## src/rtl/vga_timing_pkg.sv

```systemverilog
// -----------------------------------------------------------------------------
// vga_timing_pkg
// Shared timing constants for the VGA raster generator. The defaults describe
// the 640x480 @ 60 Hz mode driven from a 25 MHz pixel rate. The package also
// provides a small range-test helper that the sync decoders use.
// -----------------------------------------------------------------------------
package vga_timing_pkg;

   // Coordinate width; both axis totals must fit in this many bits.
   localparam int COORD_W = 10;

   // Horizontal defaults, in pixels.
   localparam int H_DISPLAY_DEF = 640;
   localparam int H_FRONT_DEF   = 16;
   localparam int H_SYNC_DEF    = 96;
   localparam int H_BACK_DEF    = 48;

   // Vertical defaults, in lines.
   localparam int V_DISPLAY_DEF = 480;
   localparam int V_FRONT_DEF   = 10;
   localparam int V_SYNC_DEF    = 2;
   localparam int V_BACK_DEF    = 33;

   // Derived default totals and sync windows (inclusive bounds).
   localparam int H_TOTAL_DEF    = H_DISPLAY_DEF + H_FRONT_DEF + H_SYNC_DEF + H_BACK_DEF;
   localparam int V_TOTAL_DEF    = V_DISPLAY_DEF + V_FRONT_DEF + V_SYNC_DEF + V_BACK_DEF;
   localparam int H_SYNC_START_DEF = H_DISPLAY_DEF + H_FRONT_DEF;
   localparam int H_SYNC_END_DEF   = H_DISPLAY_DEF + H_FRONT_DEF + H_SYNC_DEF - 1;
   localparam int V_SYNC_START_DEF = V_DISPLAY_DEF + V_FRONT_DEF;
   localparam int V_SYNC_END_DEF   = V_DISPLAY_DEF + V_FRONT_DEF + V_SYNC_DEF - 1;

   // True when lo <= v <= hi.
   function automatic logic in_range(input logic [COORD_W-1:0] v,
                                     input logic [COORD_W-1:0] lo,
                                     input logic [COORD_W-1:0] hi);
      return (v >= lo) && (v <= hi);
   endfunction

endpackage

```

## src/rtl/vga_sync_gen_if.sv

```systemverilog
// -----------------------------------------------------------------------------
// vga_sync_gen_if
// Raster timing bundle produced by vga_sync_gen and consumed by the renderer.
//   p_tick      pixel enable, high every second system clock
//   hsync/vsync sync pulses, polarity chosen by the generator
//   video_on    current coordinate lies in the visible area
//   pixel_x/y   current raster coordinate
//   frame_start one-cycle pulse when the raster wraps to (0,0)
// master: the timing generator (drives everything)
// slave : a consumer (reads everything)
// -----------------------------------------------------------------------------
interface vga_sync_gen_if;
   import vga_timing_pkg::*;

   logic               p_tick;
   logic               hsync;
   logic               vsync;
   logic               video_on;
   logic [COORD_W-1:0] pixel_x;
   logic [COORD_W-1:0] pixel_y;
   logic               frame_start;

   modport master (
      output p_tick, hsync, vsync, video_on, pixel_x, pixel_y, frame_start
   );

   modport slave (
      input  p_tick, hsync, vsync, video_on, pixel_x, pixel_y, frame_start
   );

endinterface

```

## src/rtl/vga_axis_counter.sv

```systemverilog
// -----------------------------------------------------------------------------
// vga_axis_counter
// Modulo-TOTAL counter for one raster axis.
//   clk50M     system clock
//   reset      synchronous, active-high
//   en         advance by one on this edge
//   count      registered count, 0..TOTAL-1
//   count_next value count takes on the coming edge (for registered decode)
//   wrap       count is at TOTAL-1 and is advancing this edge
// -----------------------------------------------------------------------------
module vga_axis_counter
   import vga_timing_pkg::*;
#(
   parameter int TOTAL = 800
) (
   input  logic               clk50M,
   input  logic               reset,
   input  logic               en,
   output logic [COORD_W-1:0] count,
   output logic [COORD_W-1:0] count_next,
   output logic               wrap
);

   localparam logic [COORD_W-1:0] LAST = COORD_W'(TOTAL - 1);

   logic [COORD_W-1:0] count_q;
   logic [COORD_W-1:0] count_d;

   always_comb begin
      count_d = count_q;
      if (en) begin
         count_d = (count_q == LAST) ? '0 : count_q + 1'b1;
      end
   end

   always_ff @(posedge clk50M) begin
      if (reset) begin
         count_q <= '0;
      end else begin
         count_q <= count_d;
      end
   end

   assign count      = count_q;
   assign count_next = count_d;
   assign wrap       = en && (count_q == LAST);

endmodule

```

## src/rtl/vga_sync_gen.sv

```systemverilog
// -----------------------------------------------------------------------------
// vga_sync_gen
// VGA raster timing generator running on the 50 MHz system clock with an
// internal divide-by-2 pixel enable. Produces sync pulses, a visible-area flag,
// pixel coordinates and a frame-start marker for the renderer.
//   clk50M  system clock, the only clock
//   reset   synchronous, active-high
//   vga     master side of vga_sync_gen_if (all outputs registered)
// -----------------------------------------------------------------------------
module vga_sync_gen
   import vga_timing_pkg::*;
#(
   parameter int   H_DISPLAY   = H_DISPLAY_DEF,
   parameter int   H_FRONT     = H_FRONT_DEF,
   parameter int   H_SYNC      = H_SYNC_DEF,
   parameter int   H_BACK      = H_BACK_DEF,
   parameter int   V_DISPLAY   = V_DISPLAY_DEF,
   parameter int   V_FRONT     = V_FRONT_DEF,
   parameter int   V_SYNC      = V_SYNC_DEF,
   parameter int   V_BACK      = V_BACK_DEF,
   parameter logic SYNC_ACTIVE = 1'b0
) (
   input  logic             clk50M,
   input  logic             reset,
   vga_sync_gen_if.master   vga
);

   localparam int H_TOTAL = H_DISPLAY + H_FRONT + H_SYNC + H_BACK;
   localparam int V_TOTAL = V_DISPLAY + V_FRONT + V_SYNC + V_BACK;

   localparam logic [COORD_W-1:0] H_VIS      = COORD_W'(H_DISPLAY);
   localparam logic [COORD_W-1:0] V_VIS      = COORD_W'(V_DISPLAY);
   localparam logic [COORD_W-1:0] H_SYNC_LO  = COORD_W'(H_DISPLAY + H_FRONT);
   localparam logic [COORD_W-1:0] H_SYNC_HI  = COORD_W'(H_DISPLAY + H_FRONT + H_SYNC - 1);
   localparam logic [COORD_W-1:0] V_SYNC_LO  = COORD_W'(V_DISPLAY + V_FRONT);
   localparam logic [COORD_W-1:0] V_SYNC_HI  = COORD_W'(V_DISPLAY + V_FRONT + V_SYNC - 1);

   logic               p_tick_q, p_tick_d;
   logic               hsync_q, hsync_d;
   logic               vsync_q, vsync_d;
   logic               video_on_q, video_on_d;
   logic               frame_start_q, frame_start_d;

   logic [COORD_W-1:0] x_cnt, x_next;
   logic [COORD_W-1:0] y_cnt, y_next;
   logic               h_wrap, v_wrap;

   // Horizontal axis advances on the registered pixel enable.
   vga_axis_counter #(.TOTAL(H_TOTAL)) u_h_cnt (
      .clk50M     (clk50M),
      .reset      (reset),
      .en         (p_tick_q),
      .count      (x_cnt),
      .count_next (x_next),
      .wrap       (h_wrap)
   );

   // Vertical axis advances once per line, on the same edge as the H wrap.
   vga_axis_counter #(.TOTAL(V_TOTAL)) u_v_cnt (
      .clk50M     (clk50M),
      .reset      (reset),
      .en         (h_wrap),
      .count      (y_cnt),
      .count_next (y_next),
      .wrap       (v_wrap)
   );

   always_comb begin
      p_tick_d    = ~p_tick_q;
      hsync_d     = hsync_q;
      vsync_d     = vsync_q;
      video_on_d  = video_on_q;
      // Decode only when the counters move, so the flags stay aligned with
      // the coordinates (including the reset-release (0,0) with video_on=0).
      if (p_tick_q) begin
         hsync_d    = in_range(x_next, H_SYNC_LO, H_SYNC_HI) ? SYNC_ACTIVE : ~SYNC_ACTIVE;
         vsync_d    = in_range(y_next, V_SYNC_LO, V_SYNC_HI) ? SYNC_ACTIVE : ~SYNC_ACTIVE;
         video_on_d = (x_next < H_VIS) && (y_next < V_VIS);
      end
      // v_wrap already implies h_wrap and p_tick, so this is a single-cycle pulse.
      frame_start_d = v_wrap;
   end

   always_ff @(posedge clk50M) begin
      if (reset) begin
         p_tick_q      <= 1'b0;
         hsync_q       <= ~SYNC_ACTIVE;
         vsync_q       <= ~SYNC_ACTIVE;
         video_on_q    <= 1'b0;
         frame_start_q <= 1'b0;
      end else begin
         p_tick_q      <= p_tick_d;
         hsync_q       <= hsync_d;
         vsync_q       <= vsync_d;
         video_on_q    <= video_on_d;
         frame_start_q <= frame_start_d;
      end
   end

   assign vga.p_tick      = p_tick_q;
   assign vga.hsync       = hsync_q;
   assign vga.vsync       = vsync_q;
   assign vga.video_on    = video_on_q;
   assign vga.pixel_x     = x_cnt;
   assign vga.pixel_y     = y_cnt;
   assign vga.frame_start = frame_start_q;

endmodule

```

## src/flat_wrapper.sv

```systemverilog
// flat-port wrapper written by rule: the top's interface ports become plain ports
module vga_sync_gen_flat import vga_timing_pkg::*;
#(
   parameter int   H_DISPLAY   = H_DISPLAY_DEF,
   parameter int   H_FRONT     = H_FRONT_DEF,
   parameter int   H_SYNC      = H_SYNC_DEF,
   parameter int   H_BACK      = H_BACK_DEF,
   parameter int   V_DISPLAY   = V_DISPLAY_DEF,
   parameter int   V_FRONT     = V_FRONT_DEF,
   parameter int   V_SYNC      = V_SYNC_DEF,
   parameter int   V_BACK      = V_BACK_DEF,
   parameter logic SYNC_ACTIVE = 1'b0
)
  (clk50M, reset, vga_p_tick, vga_hsync, vga_vsync, vga_video_on, vga_pixel_x, vga_pixel_y, vga_frame_start);
  vga_sync_gen_if vga_i ();
  input  logic clk50M;
  input  logic reset;
  output wire logic [$bits(vga_i.p_tick)-1:0] vga_p_tick;
  output wire logic [$bits(vga_i.hsync)-1:0] vga_hsync;
  output wire logic [$bits(vga_i.vsync)-1:0] vga_vsync;
  output wire logic [$bits(vga_i.video_on)-1:0] vga_video_on;
  output wire logic [$bits(vga_i.pixel_x)-1:0] vga_pixel_x;
  output wire logic [$bits(vga_i.pixel_y)-1:0] vga_pixel_y;
  output wire logic [$bits(vga_i.frame_start)-1:0] vga_frame_start;
  assign vga_p_tick = vga_i.p_tick;
  assign vga_hsync = vga_i.hsync;
  assign vga_vsync = vga_i.vsync;
  assign vga_video_on = vga_i.video_on;
  assign vga_pixel_x = vga_i.pixel_x;
  assign vga_pixel_y = vga_i.pixel_y;
  assign vga_frame_start = vga_i.frame_start;
  vga_sync_gen #(.H_DISPLAY(H_DISPLAY), .H_FRONT(H_FRONT), .H_SYNC(H_SYNC), .H_BACK(H_BACK), .V_DISPLAY(V_DISPLAY), .V_FRONT(V_FRONT), .V_SYNC(V_SYNC), .V_BACK(V_BACK), .SYNC_ACTIVE(SYNC_ACTIVE)) u_core (.clk50M(clk50M), .reset(reset), .vga(vga_i));
endmodule
```

## config.mk

```make
export PLATFORM = sky130hd
export DESIGN_NAME = vga_sync_gen_flat
export DESIGN_NICKNAME = d
export VERILOG_FILES = /design/src/rtl/vga_timing_pkg.sv /design/src/rtl/vga_sync_gen_if.sv /design/src/rtl/vga_axis_counter.sv /design/src/rtl/vga_sync_gen.sv /design/src/flat_wrapper.sv
export SDC_FILE = /design/constraint.sdc
export NUM_CORES = 1
export LEC_CHECK = 0
export ABC_AREA = 1
export CAP_MARGIN = 20
export CORE_ASPECT_RATIO = 0.75
export CORE_UTILIZATION = 45
export CTS_CLUSTER_DIAMETER = 50
export DETAILED_ROUTE_END_ITERATION = 7
export DONT_BUFFER_PORTS = 1
export PLACE_DENSITY_LB_ADDON = 0.1
export RECOVER_POWER = 25
export SETUP_SLACK_MARGIN = 0.05
export SYNTH_ARGS = -nofsm -noshare
export SYNTH_HDL_FRONTEND = slang
export SYNTH_SLANG_ARGS = --single-unit
```

## constraint.sdc

```tcl
create_clock -name clk50M -period 1.86 [get_ports clk50M]
set_input_delay 0.372 -clock clk50M [delete_from_list [all_inputs] [get_ports clk50M]]
set_output_delay 0.372 -clock clk50M [all_outputs]
set_load 0.1 [all_outputs]
```

### M1 wires, run 1

Scale bar: 20 um. Supply wires on this layer in gray. Cells faint in the background.
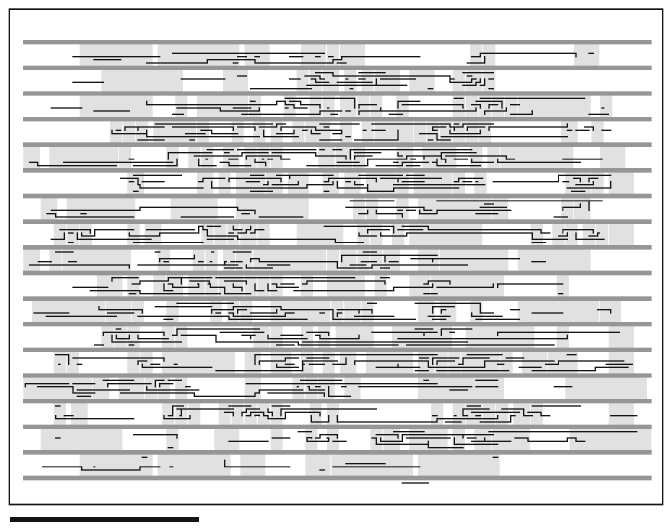
- longest straight run: 20.2 um
- nets with wire on the layer: 244
- wire length on this layer: 1940 um
- share of all routed wire: 54%

### Routed metal, one color a layer, run 1

Only two layers are drawn.
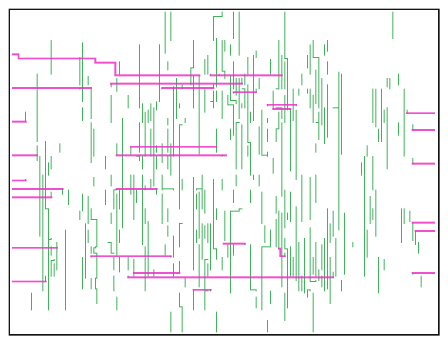
- met3: magenta (wire length 253 um)
- met2: green (wire length 1360 um)

### Power grid, run 1

Pins as bars on the die edge. Tap cells in gray.
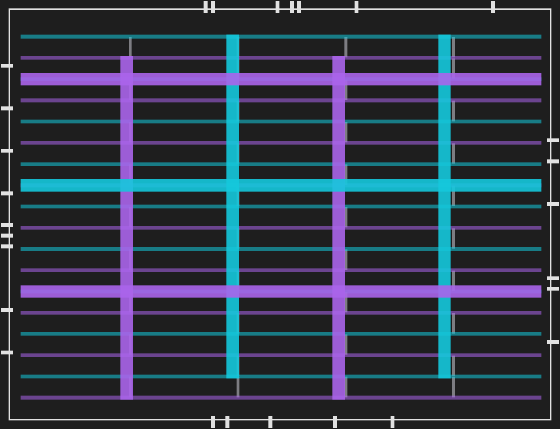
- VDD: cyan
- VSS: purple
- tap cells: 38
- met4 straps: 4

==> qor.yml, run 1 <==
ys_cells: 236
synth-edff-count: 0
ir_drop_uv: 388
core_mm2: 0.00308
p_leak_nw: 0.877
routed_wl_um: 3570
finalMaxSlewViolations: 0
io_buffers: 0
drv_cap: 0
avgSynthCellArea_um2: 6.45
clock_latency_ns: 0.27
wl_per_cell_um: 11.9
ioPinCount: 27
dp_hpwl_um: 2830
finalPower_mw: 0.960
overflow: 0
holdBufCountCts: 0
start_kind: "flip-flop"
yosysSeqAreaShare_pct: 32.9
timing.fmax_ghz: 0.596
grt_max_degree: 24
cp_top_family: "simple AND/OR/NAND/NOR gates"
vias: 1495
path_cells: "ha_4 > nand2_4 > nor2_8 > nand3_4 > nor2_8 > nand3_2 > a21oi_2 > nand2_1 > nor2_1 > nor2_1"
critPathRequiredTime_ns: 2.03
die_area_mm2: 0.00362
floorplan.core_util_pct: 49.4
die.size.x_um: 69.2
max_slew_margin_pct: 60.3
worst_slew_pin_slew_ns: 0.596
grt_pass1_vias: 1273
postSynthCellCount: 236
fin_crit_ns: 1.68
fin_tns_setup_ns: 0
cts_tree: "yes"
ant_nets: 0
finalNetCount: 268
drtIter0Drc: 137
slowest_stage: "dfxtp_4"
hold_class: "input pin to flip-flop"
gp_congestion: 0.857
clock_tree.buffer_depth: 2
synth_flop_count: 25
rsz0062_at_grt: "true"
yosys_warnings: 0
setup_slack_ns: 0.183
crit_type: "flip-flop to flip-flop"
status: "complete, no violations"
floorplan.nets: 241
yosysUniqueCellTypes: 28
path_buffers: 0
final_area_mm2: 0.00185
setup_violations: 0
place_inst: 296
worst_setup_path_end_kind: "flip-flop"
async_flop_share_pct: 0
path_clk_slew_ns: 0.09
vias_per_cell: 4.98
path_max_fanout: 8
yosys_area_mm2: 0.00152
rows: 17
root_buffer: "clkbuf_8"
first_pass_iters: 4
final_layout_size_suffix_gt1_share_pct: 27.1
route.detailed.drc: 0
cts_sinks: 25
hold_viol_final: 0
powerDensity_mw_per_mm2: 518
syn2layout_area_growth_pct: 21.7
diodes: 0
cts.htree.levels: 1
instances_no_fill: 300
synth_top_flop_cell: "dfxtp_1"
track_usage_pct: 21.0
finalClockPeriodUsage_pct: 90.1
dpl_cell_area_mm2: 0.00180
grt_antenna_before_repair: 0
grt_pass1_wl_um: 5940
tool_warnings: 29
syn_area_mm2: 0.00152
die_y_um: 52.4
post-place-ws_ns: 0.156
cts_inserted_buffers: 3
finalClockSkew_ns: 0.00138
critPathArrivalTime_ns: 1.85
max_stage_delay_ns: 0.38
==> run 1: power breakdown <==
group	switching (mW)	internal, mW	total [mW]
Clock	0.177	0.153	0.330
Combinational	0.0686	0.0187	0.0873
Sequential	0.0105	0.533	0.543
Total	0.256	0.705	0.960
==> run 1: cell usage after synthesis (2+ instances only) <==
library cell  number  area [um^2]
nand2_2            2         12.5
a21oi_1            8         40.0
dfxtp_1           25          500
xor2_1             2         17.5
nor2_8             2         40.0
inv_1             23         86.3
nand2_1           72          270
ha_1               3         37.5
nor2_2             2         12.5
nand3_1           26          130
nand3_4            2         35.0
clkbuf_1           2         7.51
nor2_1            48          180
nor2_4             2         22.5
inv_2              4         15.0
==> run 1: final cells by class <==
class                   instances  area (um^2)
fillers                       307         1230
multi-input cells             180          921
flip-flops and latches         25          547
repair buffers                 25          183
inverters                      28          108
well taps                      38         47.5
clock buffers                   3         41.3
clock inverters                 1         6.26
==> run 1: what timing repair did <==
action	4_1_cts	5_1_grt
gates resized	0	5
buffers inserted	0	0
endpoints found under the setup margin	0	3
==> run 1: worst paths after layout <==
| kind | endpoint | cells after the start | from | slack [ns] |
|---|---|---|---|---|
| setup / recovery | u_core.vga.vsync | 10 | u_core.u_h_cnt.count[1] | 0.18 |
| hold / removal | u_core.u_v_cnt.count[1] | 1 | reset | 0.15 |
| setup reg to reg | u_core.vga.vsync | 10 | u_core.u_h_cnt.count[1] | 0.18 |
| hold reg to reg | u_core.u_v_cnt.count[0] | 1 | u_core.u_v_cnt.count[0] | 0.50 |
==> run 1: metrics by stage <==
stage	hold WS [ns]	utilization, %
finish	0.150	60.1
global route	0.132	60.1
CTS	0.139	60.0
detailed placement	0.438	58.5
global placement	0.437	58.5
floorplan	0.441	-
==> run 1: per-layer routing <==
metal | wire length, um | GRT usage, % | up-vias
met2 | 1360 | 29.6 | 46
met4 | 14 | 4.08 | 0
met3 | 253 | 5.00 | 2
met1 | 1940 | 31.8 | 660
li1 | - | - | 787
met5 | 0 | 0 | -
==> run 1: cells by family (layout without fill, tap and decap cells) <==
group | after synthesis | count (layout) | synth area share, %
flip-flops | 25 | 25 | 32.9
AND/OR/NAND/NOR | 162 | 162 | 50.2
XOR/XNOR | 2 | 2 | 1.15
AND-OR/OR-AND | 13 | 13 | 5.01
adder cells (fa/ha/maj) | 3 | 3 | 2.47
buffers and inverters | 31 | 57 | 8.30
==> run 1: sequential cells by signal (all words and copies together) (netlist names) <==
| register | count |
|---|---|
| u_core.vga.hsync | 1 |
| u_core.vga.p_tick | 1 |
| u_core.vga.vsync | 1 |
| u_core.vga.frame_start | 1 |
| u_core.u_h_cnt.count | 10 |
| u_core.vga.video_on | 1 |
| u_core.u_v_cnt.count | 10 |
==> run 1: cells in the final DEF (no fill, tap or decap), types with 3 or more instances in the layout <==
cell type   n
nand2_1    72
nor2_1     48
nand3_1    26
inv_1      23
buf_4      18
dfxtp_2    13
a21oi_1     8
dfxtp_4     8
clkbuf_2    5
inv_2       4
dfxtp_1     4
nor2_4      3
clkbuf_8    3
### Congestion heat map, run 1

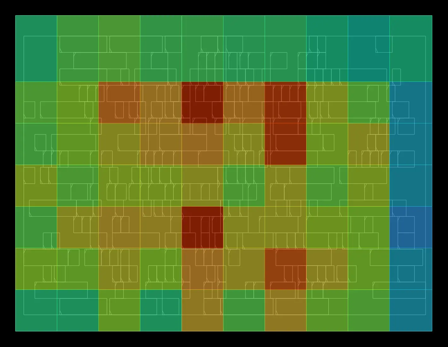

==> run 1 -> run 2 <==
==> constraint.sdc (replaced) <==
create_clock -name clk50M -period 1.5 [get_ports clk50M]
set_input_delay 0.3 -clock clk50M [delete_from_list [all_inputs] [get_ports clk50M]]
set_output_delay 0.3 -clock clk50M [all_outputs]
set_load 0.1 [all_outputs]
### Congestion heat map, run 2

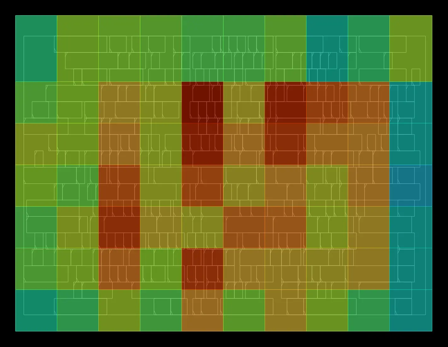
final core occ: 76.3%
GRT busiest layer: met2

### Nets reached from selected ports, run 2

Scale bar: 20 um.
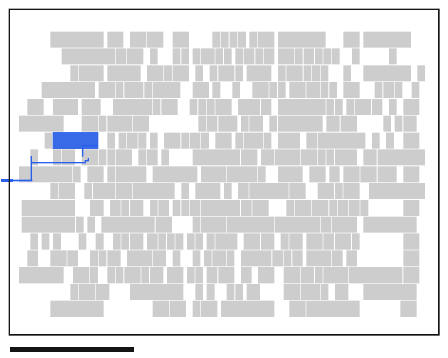
- `vga_video_on`: blue (direction output; edge left; end cells 1; wire 20.8 um)

==> qor.yml, run 2 <==
die.size.x_um: 69.2  # unchanged
cp_top_family: "simple AND/OR/NAND/NOR gates"
clock_latency_ns: 0.27  # about the same
lay_top_count: "buf_4"
rrSetupSlack_ns: -0.20  # -0.39 ns
yosysUniqueCellTypes: 28  # unchanged
finalClockPeriodUsage_pct: 114  # +23 points
synth-edff-count: 0  # unchanged
postSynthCellCount: 236  # unchanged
top_area_cell: "dfxtp_1"
setup_violations: 11  # +11
finalNetCount: 315  # +18%
place_inst: 332  # +12%
syn_area_mm2: 0.00152  # unchanged
cts_sinks: 25  # unchanged
synth_flop_count: 25  # unchanged
die_y_um: 52.4  # unchanged
hold_viol_final: 0  # unchanged
dpl_cell_area_mm2: 0.00210  # +17%
track_usage_pct: 25.1  # +4.1 points
critPathArrivalTime_ns: 1.88  # +0.03 ns
overflow: 0  # unchanged
powerDensity_mw_per_mm2: 507  # -2.2%
grt_max_degree: 24  # unchanged
ant_nets: 0  # unchanged
cts_inserted_buffers: 3  # unchanged
fill_cells: 229  # -25%
final_layout_size_suffix_gt1_share_pct: 47.6  # +20 points
ir_drop_uv: 645  # +66%
io_buffers: 0  # unchanged
drtIter0Drc: 147  # +7.3%
die_area_mm2: 0.00362  # unchanged
ys_top_cells_by_area: "dfxtp_1 33%, nand2_1 18%, nor2_1 12%"
crit_top_cell: "nand3_1"
ys_cells: 236  # unchanged
tool_warnings: 30  # +3.4%
max_stage_delay_ns: 0.37  # about the same
cts_tree: "yes"
rr_endpoint: "u_core.vga.video_on"
route.detailed.drc: 0  # unchanged
final_area_mm2: 0.00235  # +27%
drv_cap: 0  # unchanged
path_buffers: 2  # +2
path_max_fanout: 7  # -1
whs_ns: 0.0714  # -0.0790 ns
post-place-ws_ns: -0.144  # -0.301 ns
hold_class: "input pin to flip-flop"
top_cells_by_count: "72 x nand2_1, 48 x nor2_1, 26 x nand3_1"
dp_hpwl_um: 3160  # +11%
syn2layout_area_growth_pct: 54.6
p_leak_nw: 1.12  # +27%
path_clk_slew_ns: 0.09  # about the same
critPathRequiredTime_ns: 1.67  # -0.36 ns
finalClockSkew_ns: 0.00458  # +0.00320 ns
reg2reg_depth: 12  # +2
critical_path.endpoint: "u_core.vga.video_on"
synth_top_flop_cell: "dfxtp_1"
async_flop_share_pct: 0  # unchanged
diodes: 0  # unchanged
path_cells: "ha_4 > nand2_4 > nor2_8 > buf_4 > nand3_1 > nand2_1 > buf_4 > nand3_1 > nor2_1 > nor2_1 > nand3_1 > nand2_1"
worst_setup_path_end_kind: "flip-flop"
max_slew_margin_pct: 63.0  # +2.8 points
floorplan.nets: 241  # unchanged
finalMaxSlewViolations: 0  # unchanged
yosys_warnings: 0  # unchanged
grt_pass1_vias: 1594  # +25%
crit_start: "u_core.u_h_cnt.count[1]"
timing.fmax_ghz: 0.587  # -1.5%
yosys_area_mm2: 0.00152  # unchanged
setup_slack_ns: -0.203  # -0.386 ns
rsz0062_at_grt: "true"
rows: 17  # unchanged
first_pass_iters: 4  # unchanged
instances_no_fill: 347  # +16%
avgSynthCellArea_um2: 6.45  # unchanged
ioPinCount: 27  # unchanged
fin_tns_setup_ns: -1.02  # -1.02 ns
floorplan.core_util_pct: 49.4  # unchanged
grt_pass1_wl_um: 7110  # +20%
yosysMostFrequentCell: "nand2_1"
routed_wl_um: 4430  # +24%
regToRegStartpoint: "u_core.u_h_cnt.count[1]"
vias: 1723  # +15%
start_kind: "flip-flop"
most-common-layout-cells: "64 x buf_4, 62 x nand2_1, 39 x nor2_1, 22 x inv_1, 21 x nand3_1"
violations: "setup timing"
slowest_stage: "dfxtp_4"
vias_per_cell: 4.97  # -0.36%
root_buffer: "clkbuf_8"
worst_slew_pin_slew_ns: 0.555  # -0.0416 ns
wl_per_cell_um: 12.8  # +7.2%
fin_crit_ns: 1.70  # +0.0262 ns
core_mm2: 0.00308  # unchanged
grt_antenna_before_repair: 0  # unchanged
cts.htree.levels: 1  # unchanged
top_cell_area_share_pct: 32.9  # unchanged
crit_type: "flip-flop to flip-flop"
gp_congestion: 0.837  # -2.3%
yosysSeqAreaShare_pct: 32.9  # unchanged
status: "finished with violations"
crit_cells: 12  # +2
finalPower_mw: 1.19  # +24%
clock_tree.buffer_depth: 2  # unchanged
run 2: cell counts after synthesis:
Identical to the previous run, type by type.
run 2: cell families (layout without fill, tap and decap cells):
| kind of cell | after synthesis | count (layout) | synth area share, % |
|---|---|---|---|
| DFF | 25 | 25 | 32.9 |
| xor gates and xnor gates | 2 | 2 | 1.15 |
| adders and majority gates | 3 | 3 | 2.47 |
| and+or+nand+nor | 162 | 162 | 50.2 |
| AOI/OAI and AO/OA | 13 | 13 | 5.01 |
| buffers and inverters | 31 | 104 | 8.30 |
run 2: layout make-up:
type | instances | area [um^2] | area share, %
repair buffers | 72 | 564 | 24.0
multi-input cells | 180 | 1030 | 43.6
clock buffers | 3 | 41.3 | 1.75
well taps | 38 | 47.5 | 2.02
flip-flops and latches | 25 | 562 | 23.9
inverters | 28 | 108 | 4.57
clock inverters | 1 | 5.00 | 0.213
run 2: metal layers:
layer / vias to the layer above / part of all wire (%) / global-route usage (%)
met5: - / 0 / 0
met4: 0 / 0.61 / 5.10
met3: 4 / 5.2 / 5.19
met2: 37 / 45 / 39.6
met1: 796 / 49 / 35.4
li1: 886 / - / -
run 2: where the power goes:
part           total (mW)  switching, mW  internal, mW
Clock               0.405          0.219         0.186
Combinational       0.129         0.0927        0.0366
Sequential          0.660         0.0100         0.650
run 2: worst min-delay path by stage:
stage,from,endpoint,cells after the start
3_3_place_gp,reset,u_core.u_h_cnt.count[5],1
5_1_grt,reset,u_core.u_v_cnt.count[2],1
6_report,reset,u_core.u_v_cnt.count[2],1
4_1_cts,reset,u_core.u_v_cnt.count[6],1
2_1_floorplan,reset,u_core.u_v_cnt.count[0],1
3_5_place_dp,reset,u_core.u_v_cnt.count[1],1
run 2: worst register-to-register path, stage by stage (launching register included):
cell	delay [ns]
dfxtp_4	0.37
ha_4	0.15
nand2_4	0.07
nor2_8	0.21
buf_4	0.15
nand3_1	0.06
nand2_1	0.13
buf_4	0.12
nand3_1	0.06
nor2_1	0.10
nor2_1	0.05
nand3_1	0.08
nand2_1	0.05
run 2: what timing repair did:
action	4_1_cts	5_1_grt
setup buffers	6	6
hold buffers	0	0
pin swaps	13	22
resized	9	29
endpoints found under the setup margin	12	17
==> run 2 -> run 3 <==
--- a/config.mk
+++ b/config.mk
@@ -8,10 +8,11 @@
 export ABC_AREA = 1
 export CAP_MARGIN = 20
 export CORE_ASPECT_RATIO = 0.75
-export CORE_UTILIZATION = 45
+export CORE_UTILIZATION = 56
 export CTS_CLUSTER_DIAMETER = 50
 export DETAILED_ROUTE_END_ITERATION = 7
 export DONT_BUFFER_PORTS = 1
+export MAX_ROUTING_LAYER = met4
 export PLACE_DENSITY_LB_ADDON = 0.1
 export RECOVER_POWER = 25
 export SETUP_SLACK_MARGIN = 0.05
==> qor.yml, run 3 <==
top_cell_area_share_pct: 32.9  # unchanged
async_flop_share_pct: 0  # unchanged
rows: 15  # -2
io_buffers: 0  # unchanged
floorplan.core_util_pct: 62.4  # +13 points
synth-edff-count: 0  # unchanged
ys_cells: 236  # unchanged
post-place-ws_ns: -0.176  # -0.0320 ns
die_y_um: 47.2  # -10%
cts_sinks: 25  # unchanged
track_usage_pct: 71.0
stop_error: "[ERROR GRT-0232] Routing congestion too high. Check the congestion heatmap in the GUI."
status: "aborted with a tool error"
ys_top_cells_by_area: "dfxtp_1 33%, nand2_1 18%, nor2_1 12%"
worstEndpointGrtRepair: "u_core.vga.video_on$_SDFFE_PP0P_/D"
postSynthCellCount: 236  # unchanged
avgSynthCellArea_um2: 6.45  # unchanged
yosysUniqueCellTypes: 28  # unchanged
cts.htree.levels: 1  # unchanged
worst_path_end_type: "register data pin"
top_cells_by_count: "72 x nand2_1, 48 x nor2_1, 26 x nand3_1"
ioPinCount: 27  # unchanged
top_area_cell: "dfxtp_1"
die.size.x_um: 62.2  # -10%
holdBufCountCts: 0  # unchanged
haltStage: "global routing (5_1_grt)"
yosys_warnings: 0  # unchanged
cts_inserted_buffers: 3  # unchanged
synth_flop_count: 25  # unchanged
synth_top_flop_cell: "dfxtp_1"
overflow: 66
syn_area_mm2: 0.00152  # unchanged
yosysMostFrequentCell: "nand2_1"
clock_tree.buffer_depth: 2  # unchanged
root_buffer: "clkbuf_4"
floorplan.nets: 241  # unchanged
dp_hpwl_um: 3580  # +13%
yosysSeqAreaShare_pct: 32.9  # unchanged
gp_congestion: 0.946  # +13%
grt_max_degree: 24
yosys_area_mm2: 0.00152  # unchanged
-- run 3: what timing repair did --
item | CTS
setup buffers | 1
pin swaps | 7
endpoints found under the setup margin | 13
resized | 23
-- run 3: cells by family after synthesis --
group,synth area share [%]
adder cells (fa/ha/maj),2.47
XOR/XNOR,1.15
buffers and inverters,8.30
AND/OR/NAND/NOR,50.2
flip-flops,32.9
AND-OR/OR-AND,5.01
-- run 3: stage by stage --
stage                     cells  setup TNS [ns]  hold slack [ns]  util [%]  instance area [um^2]
after CTS                   325          -0.376           0.0140      88.4                  2160
after detailed placement    320          -0.709            0.364      83.4                  2040
after global placement      320          -0.193            0.363      83.4                  2040
after floorplan             236           -1.61            0.369         -                  1610
-- run 3: metal layers --
layer	track usage [%]	GRT overflow
met3	40.8	1
met5	-	-
met1	60.3	0
met4	98.6	32
met2	101	33
==> run 3 -> run 4 <==
--- a/config.mk
+++ b/config.mk
@@ -7,15 +7,11 @@
 export LEC_CHECK = 0
 export ABC_AREA = 1
 export CAP_MARGIN = 20
-export CORE_ASPECT_RATIO = 0.75
-export CORE_UTILIZATION = 56
-export CTS_CLUSTER_DIAMETER = 50
+export CORE_UTILIZATION = 40
 export DETAILED_ROUTE_END_ITERATION = 7
 export DONT_BUFFER_PORTS = 1
-export MAX_ROUTING_LAYER = met4
-export PLACE_DENSITY_LB_ADDON = 0.1
+export PLACE_DENSITY_LB_ADDON = 0.15
 export RECOVER_POWER = 25
-export SETUP_SLACK_MARGIN = 0.05
 export SYNTH_ARGS = -nofsm -noshare
 export SYNTH_HDL_FRONTEND = slang
 export SYNTH_SLANG_ARGS = --single-unit
==> constraint.sdc (replaced) <==
create_clock -name clk50M -period 2 [get_ports clk50M]
set_input_delay 0.4 -clock clk50M [delete_from_list [all_inputs] [get_ports clk50M]]
set_output_delay 0.4 -clock clk50M [all_outputs]
set_load 0.1 [all_outputs]
### M1 wires, run 4

Scale bar: 20 um. Supply wires on this layer in gray. Cells faint in the background.
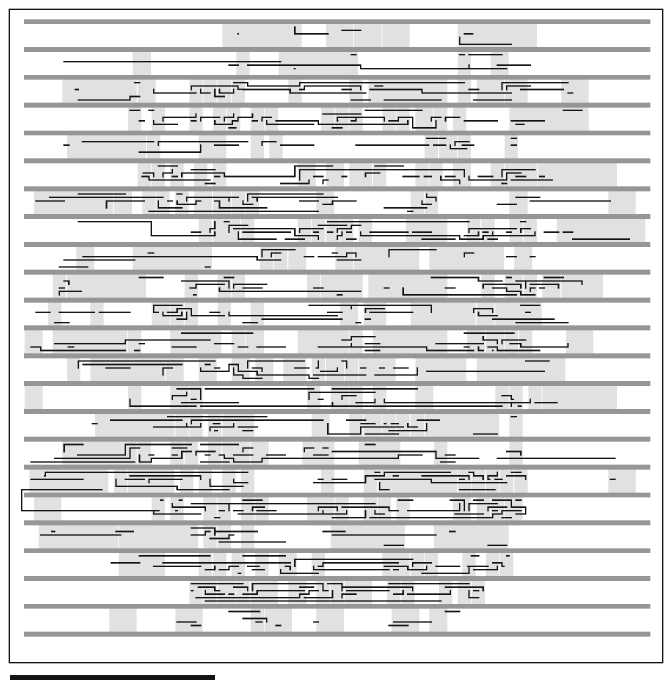
- nets with wire on the layer: 244
- longest straight run: 29.4 um
- wire length on this layer: 1740 um

### Power grid, run 4

Pins as bars on the die edge. Tap cells in gray.
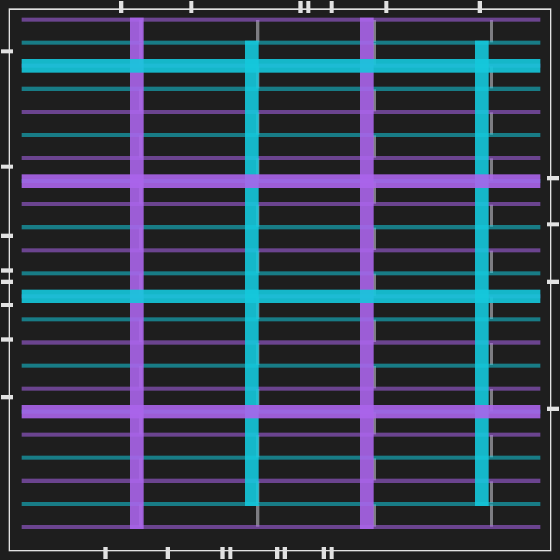
- VSS: purple
- VDD: cyan
- rows: 22
- tap cells: 48

==> qor.yml, run 4 <==
wl_per_cell_um: 10.8
synth_flop_count: 25  # unchanged
status: "complete, no violations"
finalClockPeriodUsage_pct: 88.5
grt_pass1_wl_um: 5930
rrSetupSlack_ns: 0.23
cts_tree: "yes"
dp_hpwl_um: 2720  # -24%
whs_ns: 0.187
cts_sinks: 25  # unchanged
start_kind: "flip-flop"
top_area_cell: "dfxtp_1"
ys_top_cells_by_area: "dfxtp_1 33%, nand2_1 18%, nor2_1 12%"
most-common-layout-cells: "73 x nand2_1, 49 x nor2_1, 26 x nand3_1, 23 x inv_1, 17 x buf_4"
grt_antenna_before_repair: 0
vias_per_cell: 4.64
floorplan.core_util_pct: 41.6  # -21 points
hold_viol_final: 0
route.detailed.drc: 0
critPathRequiredTime_ns: 2.16
synth_top_flop_cell: "dfxtp_1"
gp_congestion: 0.827  # -13%
fin_crit_ns: 1.77
max_slew_margin_pct: 62.2
diodes: 0
rsz0062_at_grt: "false"
ir_drop_uv: 490
grt_pass1_vias: 1355
clock_latency_ns: 0.26
timing.fmax_ghz: 0.565
ant_nets: 0
avgSynthCellArea_um2: 6.45  # unchanged
vias: 1439
tool_warnings: 28
crit_type: "flip-flop to flip-flop"
fin_tns_setup_ns: 0
yosysSeqAreaShare_pct: 32.9  # unchanged
path_max_fanout: 6
hold_class: "input pin to flip-flop"
cts_inserted_buffers: 3  # unchanged
grt_max_degree: 24
root_buffer: "clkbuf_8"
core_mm2: 0.00366
overflow: 0
final_layout_size_suffix_gt1_share_pct: 24.0
lay_top_count: "nand2_1"
clock_tree.buffer_depth: 2  # unchanged
dr_wl_met3_um: 128
drtIter0Drc: 92
async_flop_share_pct: 0  # unchanged
cts_resized: 0  # -100%
worst_slew_pin_slew_ns: 0.567
dr_wl_met2_um: 1460
die_y_um: 63.7  # +35%
holdBufCountCts: 0  # unchanged
powerDensity_mw_per_mm2: 486
syn_area_mm2: 0.00152  # unchanged
cts_post_setup_buffers_inserted: 0  # -1
yosys_warnings: 0  # unchanged
yosysUniqueCellTypes: 28  # unchanged
finalMaxSlewViolations: 0
ioPinCount: 27  # unchanged
track_usage_pct: 18.4
critPathArrivalTime_ns: 1.93
die.size.x_um: 63.7  # +2.4%
postSynthCellCount: 236  # unchanged
ys_cells: 236  # unchanged
wl_met1_um: 1740
yosys_area_mm2: 0.00152  # unchanged
routed_wl_um: 3360
syn2layout_area_growth_pct: 18.6
setup_violations: 0
first_pass_iters: 4
floorplan.nets: 241  # unchanged
finalNetCount: 268
die_area_mm2: 0.00406
io_buffers: 0  # unchanged
top_cell_area_share_pct: 32.9  # unchanged
synth-edff-count: 0  # unchanged
p_leak_nw: 0.859
drv_cap: 0
path_clk_slew_ns: 0.08
rows: 22  # +7
finalClockSkew_ns: 0.00138
top_cells_by_count: "72 x nand2_1, 48 x nor2_1, 26 x nand3_1"
worst_setup_path_end_kind: "flip-flop"
cts.htree.levels: 1  # unchanged
top_layer_used: "met4"
yosysMostFrequentCell: "nand2_1"
-- run 4: path summary, 6_finish.rpt --
check	start	end	cells past startpoint
setup / recovery	u_core.u_v_cnt.count[0]	u_core.vga.vsync	12
hold / removal	reset	u_core.u_v_cnt.count[2]	1
setup reg to reg	u_core.u_v_cnt.count[0]	u_core.vga.vsync	12
hold reg to reg	u_core.u_h_cnt.count[0]	u_core.u_h_cnt.count[0]	2
-- run 4: worst max-delay path, cell delays in order (launching register included) --
cell	delay [ns]
dfxtp_2	0.39
ha_1	0.24
nand3_1	0.09
nor2_1	0.27
nand2_1	0.09
nand2_1	0.07
nand2_1	0.04
nor2_1	0.08
nor2_1	0.06
nor2_1	0.11
nand2_1	0.08
nor2_1	0.10
nor2_1	0.04
-- run 4: final cells by class --
| type | instances | area (um^2) |
|---|---|---|
| Clock inverter | 1 | 5.00 |
| Multi-Input combinational cell | 180 | 891 |
| Timing Repair Buffer | 25 | 174 |
| Sequential cell | 25 | 527 |
| Fill cell | 397 | 1860 |
| Tap cell | 48 | 60.1 |
| Inverter | 28 | 108 |
| Clock buffer | 3 | 41.3 |
-- run 4: routing by layer --
| layer | up-vias | global-route usage, % |
|---|---|---|
| met4 | 0 | 3.41 |
| met3 | 2 | 4.35 |
| li1 | 788 | - |
| met1 | 626 | 25.4 |
| met5 | - | 0 |
| met2 | 23 | 29.0 |
-- run 4: logic make-up (layout without fill, tap and decap cells) --
family / count (synthesis) / after routing / share of synthesized area, %
AND-OR/OR-AND: 13 / 13 / 5.01
adder cells (fa/ha/maj): 3 / 3 / 2.47
XOR/XNOR: 2 / 2 / 1.15
flip-flops: 25 / 25 / 32.9
buffers and inverters: 31 / 57 / 8.30
AND/OR/NAND/NOR: 162 / 162 / 50.2
-- run 4: where the power goes --
group | switching, mW | internal (mW)
sequential | 0.00863 | 0.503
combinational | 0.0616 | 0.0141
clock | 0.152 | 0.139
total | 0.222 | 0.656
-- run 4: per-stage QoR --
step / util (%) / setup slack [ns] / std cells / power [mW] / area, um^2
floorplan: - / -0.0139 / 236 / 0.594 / 1550
CTS: 49.8 / 0.229 / 310 / 0.898 / 1820
global route: 49.3 / 0.00561 / 310 / 0.917 / 1810
detailed placement: 48.6 / 0.241 / 306 / 0.601 / 1780
finish: 49.3 / 0.230 / 310 / 0.878 / 1810
global placement: 48.6 / 0.239 / 306 / 0.602 / 1780
Power figures rest on the tool's default switching activity, not on a simulated workload.
